**src/rtl/pipe_cleaning_robot_top.sv**
```systemverilog
// Grid-world pipe-cleaning robot: 20x15 map with walls/barrier/trash, left-wall-following robot stepped per KEY[3] press.
// The 640x480@60 VGA view is registered, one CLOCK_50 cycle behind the pixel counters; there is no backpressure.
module pipe_cleaning_robot_top #(
  parameter int START_ROW = 7,
  parameter int START_COL = 0,
  parameter int START_DIR = 2
) (
  input  logic        CLOCK_50,
  input  logic [3:0]  KEY,
  input  logic [17:0] SW,
  input  logic        up_z,
  input  logic        down_y,
  input  logic        left_x,
  input  logic        right,
  input  logic        a_b,
  input  logic        selectSignal,
  input  logic        start_c,
  output logic        VGA_HS,
  output logic        VGA_VS,
  output logic [7:0]  VGA_R,
  output logic [7:0]  VGA_G,
  output logic [7:0]  VGA_B,
  output logic        VGA_CLK,
  output logic [8:0]  LEDG,
  output logic [10:0] buttonsOut
);

  typedef enum logic [2:0] {
    ST_SEARCH  = 3'd0,
    ST_ROTATE  = 3'd1,
    ST_FOLLOW  = 3'd2,
    ST_STANDBY = 3'd3,
    ST_FIRST   = 3'd4,
    ST_RESET   = 3'd5
  } act_state_e;

  localparam logic [3:0] DIR_N = 4'd0;
  localparam logic [3:0] DIR_S = 4'd1;
  localparam logic [3:0] DIR_E = 4'd2;
  localparam logic [3:0] DIR_W = 4'd3;

  localparam logic [299:0] TRASH_INIT = (300'd1 << 145) | (300'd1 << 70) | (300'd1 << 235);

  localparam logic [23:0] C_ROBOT   = 24'h00FF00;
  localparam logic [23:0] C_WALL    = 24'h808080;
  localparam logic [23:0] C_BARRIER = 24'hFF0000;
  localparam logic [23:0] C_TRASH   = 24'h8B4513;

  function automatic logic is_wall(input logic [4:0] r, input logic [4:0] c);
    return ((r == 5'd0) || (r == 5'd14) || (c == 5'd0) || (c == 5'd19)) &&
           !((r == 5'd7) && (c == 5'd0));
  endfunction

  function automatic logic is_barrier(input logic [4:0] r, input logic [4:0] c);
    return (r == 5'd7) && (c == 5'd12);
  endfunction

  function automatic logic [8:0] cell_idx(input logic [4:0] r, input logic [4:0] c);
    return ({4'd0, r} * 9'd20) + {4'd0, c};
  endfunction

  // 6-bit coordinates: stepping off row/col 0 wraps to 63, which the range check reports as off-grid.
  function automatic logic [11:0] neighbour(input logic [4:0] r, input logic [4:0] c, input logic [3:0] d);
    logic [5:0] nr;
    logic [5:0] nc;
    nr = {1'b0, r};
    nc = {1'b0, c};
    case (d)
      DIR_N:   nr = nr - 6'd1;
      DIR_S:   nr = nr + 6'd1;
      DIR_E:   nc = nc + 6'd1;
      default: nc = nc - 6'd1;
    endcase
    return {nr, nc};
  endfunction

  logic        rst_n;
  logic        pclk_q, pclk_d;
  logic [9:0]  x_q, x_d, y_q, y_d;
  logic        hs_q, hs_d, vs_q, vs_d;
  logic [23:0] rgb_q, rgb_d;
  logic        sw_meta_q, sw_meta_d, mode_q, mode_d;
  logic        k3_meta_q, k3_meta_d, k3_sync_q, k3_sync_d, k3_prev_q, k3_prev_d;
  logic [4:0]  row_q, row_d, col_q, col_d;
  logic [3:0]  dir_q, dir_d;
  logic [299:0] trash_q, trash_d;
  act_state_e  act_state_q, act_state_d, next_state;

  logic        step, head, left_blk, barrier, under;
  logic [11:0] fwd_cell, left_cell;
  logic        fwd_off, left_off;
  logic [3:0]  left_dir, right_dir;
  logic        do_fwd, do_left, do_right, do_clear;
  logic [8:0]  cur_idx;
  logic [4:0]  cell_r, cell_c;
  logic        unused_inputs;

  assign rst_n         = KEY[0] & KEY[1];
  assign unused_inputs = ^{SW[17:1], KEY[2]};

  always_comb begin
    case (dir_q)
      DIR_N:   begin left_dir = DIR_W; right_dir = DIR_E; end
      DIR_S:   begin left_dir = DIR_E; right_dir = DIR_W; end
      DIR_E:   begin left_dir = DIR_N; right_dir = DIR_S; end
      default: begin left_dir = DIR_S; right_dir = DIR_N; end
    endcase
    fwd_cell  = neighbour(row_q, col_q, dir_q);
    left_cell = neighbour(row_q, col_q, left_dir);
    fwd_off   = (fwd_cell[11:6] > 6'd14) || (fwd_cell[5:0] > 6'd19);
    left_off  = (left_cell[11:6] > 6'd14) || (left_cell[5:0] > 6'd19);
    barrier   = !fwd_off && is_barrier(fwd_cell[10:6], fwd_cell[4:0]);
    head      = fwd_off || is_wall(fwd_cell[10:6], fwd_cell[4:0]) || barrier;
    left_blk  = left_off || is_wall(left_cell[10:6], left_cell[4:0]);
    cur_idx   = cell_idx(row_q, col_q);
    under     = trash_q[cur_idx];
  end

  always_comb begin
    next_state = act_state_q;
    do_fwd     = 1'b0;
    do_left    = 1'b0;
    do_right   = 1'b0;
    do_clear   = 1'b0;
    if (!mode_q && (act_state_q != ST_RESET)) begin
      next_state = ST_STANDBY;
    end else begin
      case (act_state_q)
        ST_RESET:   next_state = ST_STANDBY;
        ST_STANDBY: next_state = ST_FIRST;
        ST_FIRST: begin
          do_fwd     = !head;
          next_state = ST_SEARCH;
        end
        ST_SEARCH: begin
          if (under) begin
            next_state = ST_FOLLOW;
          end else if (!left_blk) begin
            do_left    = 1'b1;
            next_state = ST_FOLLOW;
          end else if (!head) begin
            do_fwd = 1'b1;
          end else begin
            next_state = ST_ROTATE;
          end
        end
        ST_ROTATE: begin
          do_right   = 1'b1;
          next_state = ST_SEARCH;
        end
        ST_FOLLOW: begin
          do_clear   = under;
          do_fwd     = !under && !head;
          next_state = ST_SEARCH;
        end
        default: next_state = ST_STANDBY;
      endcase
    end
  end

  // Robot state only changes on the edge that sees a synchronised KEY[3] falling edge.
  always_comb begin
    sw_meta_d   = SW[0];
    mode_d      = sw_meta_q;
    k3_meta_d   = KEY[3];
    k3_sync_d   = k3_meta_q;
    k3_prev_d   = k3_sync_q;
    step        = k3_prev_q & ~k3_sync_q;
    act_state_d = act_state_q;
    row_d       = row_q;
    col_d       = col_q;
    dir_d       = dir_q;
    trash_d     = trash_q;
    if (step) begin
      act_state_d = next_state;
      if (do_fwd) begin
        row_d = fwd_cell[10:6];
        col_d = fwd_cell[4:0];
      end
      if (do_left)  dir_d = left_dir;
      if (do_right) dir_d = right_dir;
      if (do_clear) trash_d[cur_idx] = 1'b0;
    end
  end

  always_comb begin
    pclk_d = ~pclk_q;
    x_d    = x_q;
    y_d    = y_q;
    if (pclk_q) begin
      if (x_q == 10'd799) begin
        x_d = '0;
        y_d = (y_q == 10'd524) ? '0 : y_q + 10'd1;
      end else begin
        x_d = x_q + 10'd1;
      end
    end
    hs_d   = !((x_q >= 10'd656) && (x_q <= 10'd751));
    vs_d   = !((y_q >= 10'd490) && (y_q <= 10'd491));
    cell_r = y_q[9:5];
    cell_c = x_q[9:5];
    rgb_d  = '0;
    if ((x_q < 10'd640) && (y_q < 10'd480)) begin
      if ((cell_r == row_q) && (cell_c == col_q))   rgb_d = C_ROBOT;
      else if (is_wall(cell_r, cell_c))             rgb_d = C_WALL;
      else if (is_barrier(cell_r, cell_c))          rgb_d = C_BARRIER;
      else if (trash_q[cell_idx(cell_r, cell_c)])   rgb_d = C_TRASH;
    end
  end

  always_ff @(posedge CLOCK_50 or negedge rst_n) begin
    if (!rst_n) begin
      pclk_q      <= 1'b0;
      x_q         <= '0;
      y_q         <= '0;
      hs_q        <= 1'b1;
      vs_q        <= 1'b1;
      rgb_q       <= '0;
      sw_meta_q   <= 1'b0;
      mode_q      <= 1'b0;
      k3_meta_q   <= 1'b1;
      k3_sync_q   <= 1'b1;
      k3_prev_q   <= 1'b1;
      row_q       <= 5'(START_ROW);
      col_q       <= 5'(START_COL);
      dir_q       <= 4'(START_DIR);
      trash_q     <= TRASH_INIT;
      act_state_q <= ST_RESET;
    end else begin
      pclk_q      <= pclk_d;
      x_q         <= x_d;
      y_q         <= y_d;
      hs_q        <= hs_d;
      vs_q        <= vs_d;
      rgb_q       <= rgb_d;
      sw_meta_q   <= sw_meta_d;
      mode_q      <= mode_d;
      k3_meta_q   <= k3_meta_d;
      k3_sync_q   <= k3_sync_d;
      k3_prev_q   <= k3_prev_d;
      row_q       <= row_d;
      col_q       <= col_d;
      dir_q       <= dir_d;
      trash_q     <= trash_d;
      act_state_q <= act_state_d;
    end
  end

  assign VGA_CLK    = pclk_q;
  assign VGA_HS     = hs_q;
  assign VGA_VS     = vs_q;
  assign VGA_R      = rgb_q[23:16];
  assign VGA_G      = rgb_q[15:8];
  assign VGA_B      = rgb_q[7:0];
  assign LEDG       = {under, dir_q, mode_q, act_state_q};
  assign buttonsOut = {4'b0, start_c, selectSignal, a_b, right, left_x, down_y, up_z};

endmodule

```
**config.mk**
```make
export PLATFORM = sky130hd
export DESIGN_NAME = pipe_cleaning_robot_top
export DESIGN_NICKNAME = d
export VERILOG_FILES = /design/src/rtl/pipe_cleaning_robot_top.sv
export SDC_FILE = /design/constraint.sdc
export NUM_CORES = 1
export LEC_CHECK = 0
export CORE_MARGIN = 5
export CORE_UTILIZATION = 40
export CTS_BUF_LIST = sky130_fd_sc_hd__clkbuf_4 sky130_fd_sc_hd__clkbuf_8 sky130_fd_sc_hd__clkbuf_16
export DETAILED_ROUTE_END_ITERATION = 12
export GPL_ROUTABILITY_DRIVEN = 0
export PLACE_DENSITY_LB_ADDON = 0.1
export SLEW_MARGIN = 20
export SYNTH_ARGS = -nofsm -noshare
export SYNTH_HDL_FRONTEND = slang
export SYNTH_SLANG_ARGS = --single-unit
```
**constraint.sdc**
```tcl
create_clock -name CLOCK_50 -period 15.1 [get_ports CLOCK_50]
set_input_delay 2.265 -clock CLOCK_50 [delete_from_list [all_inputs] [get_ports CLOCK_50]]
set_output_delay 2.265 -clock CLOCK_50 [all_outputs]
set_load 0.05 [all_outputs]
```
Fig. 1: met3 routing
The bar under the picture is 50 um long.
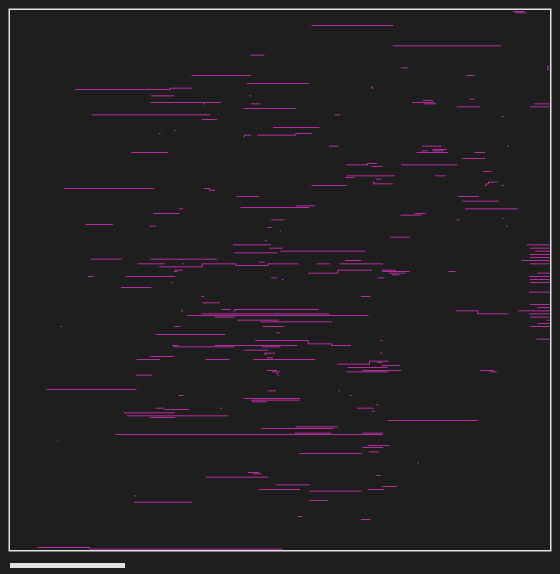
wire length on this layer	2620 um
share of all routed wire	4.6%
nets with wire on the layer	122
longest straight run	116 um
main direction	horizontal
M3 GR Usage: 3.39%
total number of vias: 13600
Routed WL: 57400 um

Fig. 2: clock nets
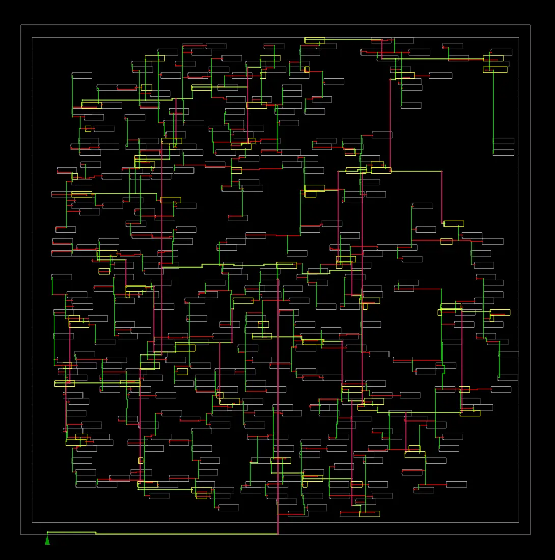
Clock buffer cells: 65
Setup Skew: 0.0260 ns
flop count: 351
CTS Sinks: 351
clock network power: 1.05 mW

Fig. 3: cells coloured by class
Fill, decap, tap and diode cells in grey.
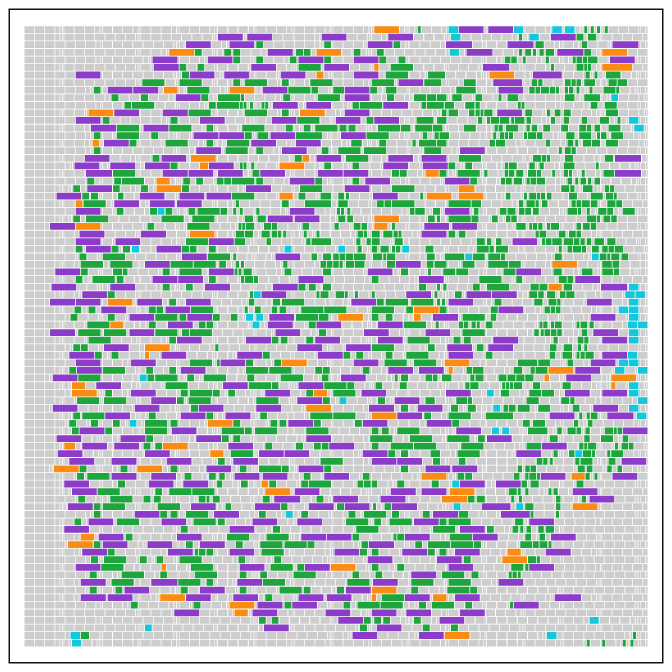
colour	class	cells
green	remaining logic cells	1095
cyan	remaining buffers and delay cells	59
orange	clock drivers and dummy loads	76
purple	sequential cells	351

Fig. 4: the metal 1 layer
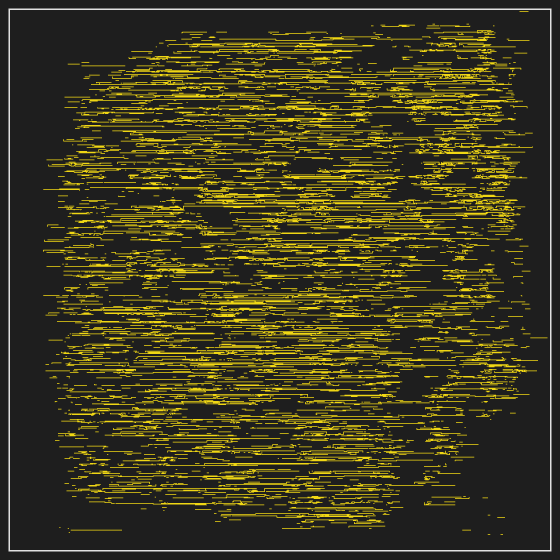
main direction	horizontal
longest straight run	66.7 um
share of all routed wire	44%
M1 GR Usage: 29.6%

Fig. 5: wiring heat map
The bar under the picture is 50 um long. The die is cut into 23 by 23 equal tiles; dark blue is low, red is high, scaled to the fullest tile. Values are wire area over tile area, all layers added.
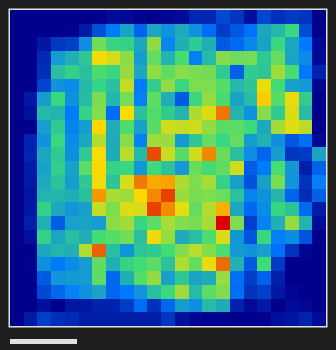
emptiest ninth of the die	south-east
nearly empty tiles	15%
fullest tile	0.48
mean over tiles	0.17
tiles over half the peak	27%
densest ninth of the die	centre
DR WL/cell: 25.5 um
GRT Total Usage: 21.5%

==> impl_metrics.yaml <==
# flow metrics
worst_setup_path:
  crit_arrival_ns: 5.79
  cp_common_cell: "buf_4"
  endpoint: "LEDG[8]"
  path_class: "flop to output pin"
  crit_slowest_cell: "dfrtp_4"
  r2r_cells: 11
  cp_num_cells: 10
  crit_path_end_kind: "output pin"
  path_cells: "buf_4 -> buf_4 -> mux4_2 -> a22oi_1 -> o211ai_1 -> o2111ai_1 -> a21o_1 -> and3_1 -> nand2_8 -> clkdlybuf4s50_1"
  critPathBufInv: 3
  cp_max_fo: 43
  setup.worst_path.start: "col_q[0]$_DFFE_PN0P_"
  slowest_delay_ns: 0.89
  crit-reg2reg-launch: "col_q[0]$_DFFE_PN0P_"
grt:
  grt_pass1_vias: 14200
  grt.overflow.total: 0
  grt_antenna_before_repair: 0
  gr-usage-met2_pct: 35.2
  grt_pass1_wl_um: 90200
  grt.busiest_layer: "met2"
  grt_max_degree: 72
detailed_routing:
  dr_wl_met3_um: 2620
  drt_iter0_drc: 853
  drc: 0
  vias_per_cell: 6.05
  final_antenna_net_count: 0
  highest_layer: "met4"
outcome:
  outcome: "finished clean"
layout:
  drive_above_1_share_pct: 20.6
  finalInstanceArea_um2: 22000
  final_cell_mix: "dfrtp_1 (333), o21a_1 (302), mux4_2 (165)"
  syn_to_final_growth_pct: 9.67
  final_core_util_pct: 44.1
clock_network:
  numCtsBuffers: 43
  clk_path_buf_depth: 3
  cts_tree: "yes"
  ctsHoldBuffers: 0
  path_clk_slew_ns: 0.05
  h-tree-depth: 2
  clock-root-buffer: "clkbuf_16"
synthesis:
  top_cells_by_count: "dfrtp_1 (337), o21a_1 (302), mux4_2 (165)"
  aoi_share_pct: 18.3
  ys_sh_mux_pct: 20.2
  avgSynthCellArea_um2: 12.5
  synthXorXnorAreaFrac_pct: 1.74
  async_flop_share_pct: 100
  simple_gate_share_pct: 8.21
  synth.most_common_cell: "dfrtp_1"
  ys_ff: 351
  yosysUniqueCellTypes: 91
  area_leaders: "dfrtp_1 (42%), mux4_2 (18%), o21a_1 (11%), ha_1 (2.2%), dfstp_2 (1.8%)"
  yosysWarningCount: 0
  logic_family: "multiplexers"
  flop_cell: "dfrtp_1"
  top_area_cell: "dfrtp_1"
  synth_area_um2: 20100
  yosys_cells: 1604
  enable_flop_cells: 0
placed_design:
  dp_cells: 2177
  portBuffers: 34
  pre_cts_slack_ns: 7.53
  hpwl_um: 35200
sta:
  rsz0062_at_grt: "no"
  hold_slack_ns: 0.348
  setup_violations: 0
  setup_tns_ns: 0
  min_period_ns: 8.06
  setup_slack_ns: 7.04
  fmax_ghz: 0.124
  drv_slew: 0
  hold_viol_final: 0
floorplan:
  chipArea_um2: 54800
  core_area_um2: 50000
  io_pins: 77
  fp_util_pct: 40.2
  rows: 82
  die_w_um: 234
  die_h_um: 234
pwr:
  p_per_area_nw_per_um2: 133
  p_seq_share_pct: 34.7
  power_mw: 2.93
  sw_frac_of_total_pct: 36.2
  peakVddDrop_v: 0.0000728
  leakagePower_nw: 9.01
  internal_power_mw: 1.87
  comb_power_share_pct: 29.5
run:
  maxCapViolations: 0
  tool_warnings: 57
worst_hold_path:
  min_path_type: "flop to flop"
[power by group through the flow]
stage          sequential [mW]  combinational [mW]  clock (mW)
3_3_place_gp              1.03               0.855           0
5_1_grt                   1.02               0.930        1.12
4_1_cts                   1.02               0.863        1.08
6_report                  1.02               0.864        1.05
3_5_place_dp              1.03               0.860           0
2_1_floorplan             1.04               0.638           0
[flip-flops by register name (all words and copies together) (netlist names), 2 cells and up]
name,flops
col_q,5
trash_q,300
rgb_q,8
dir_q,2
row_q,5
act_state_q,3
x_q,10
y_q,10
[area by class of cell]
type                    count  area [um2]  share of cell area [%]
well taps                 672         841                    3.82
clock inverters            11         101                   0.460
flip-flops and latches    351        8820                    40.0
clock buffers              65        1350                    6.14
multi-input cells        1071       10300                    46.8
repair buffers             59         528                    2.40
inverters                  24        90.1                   0.409
Power figures rest on the tool's default switching activity, not on a simulated workload.
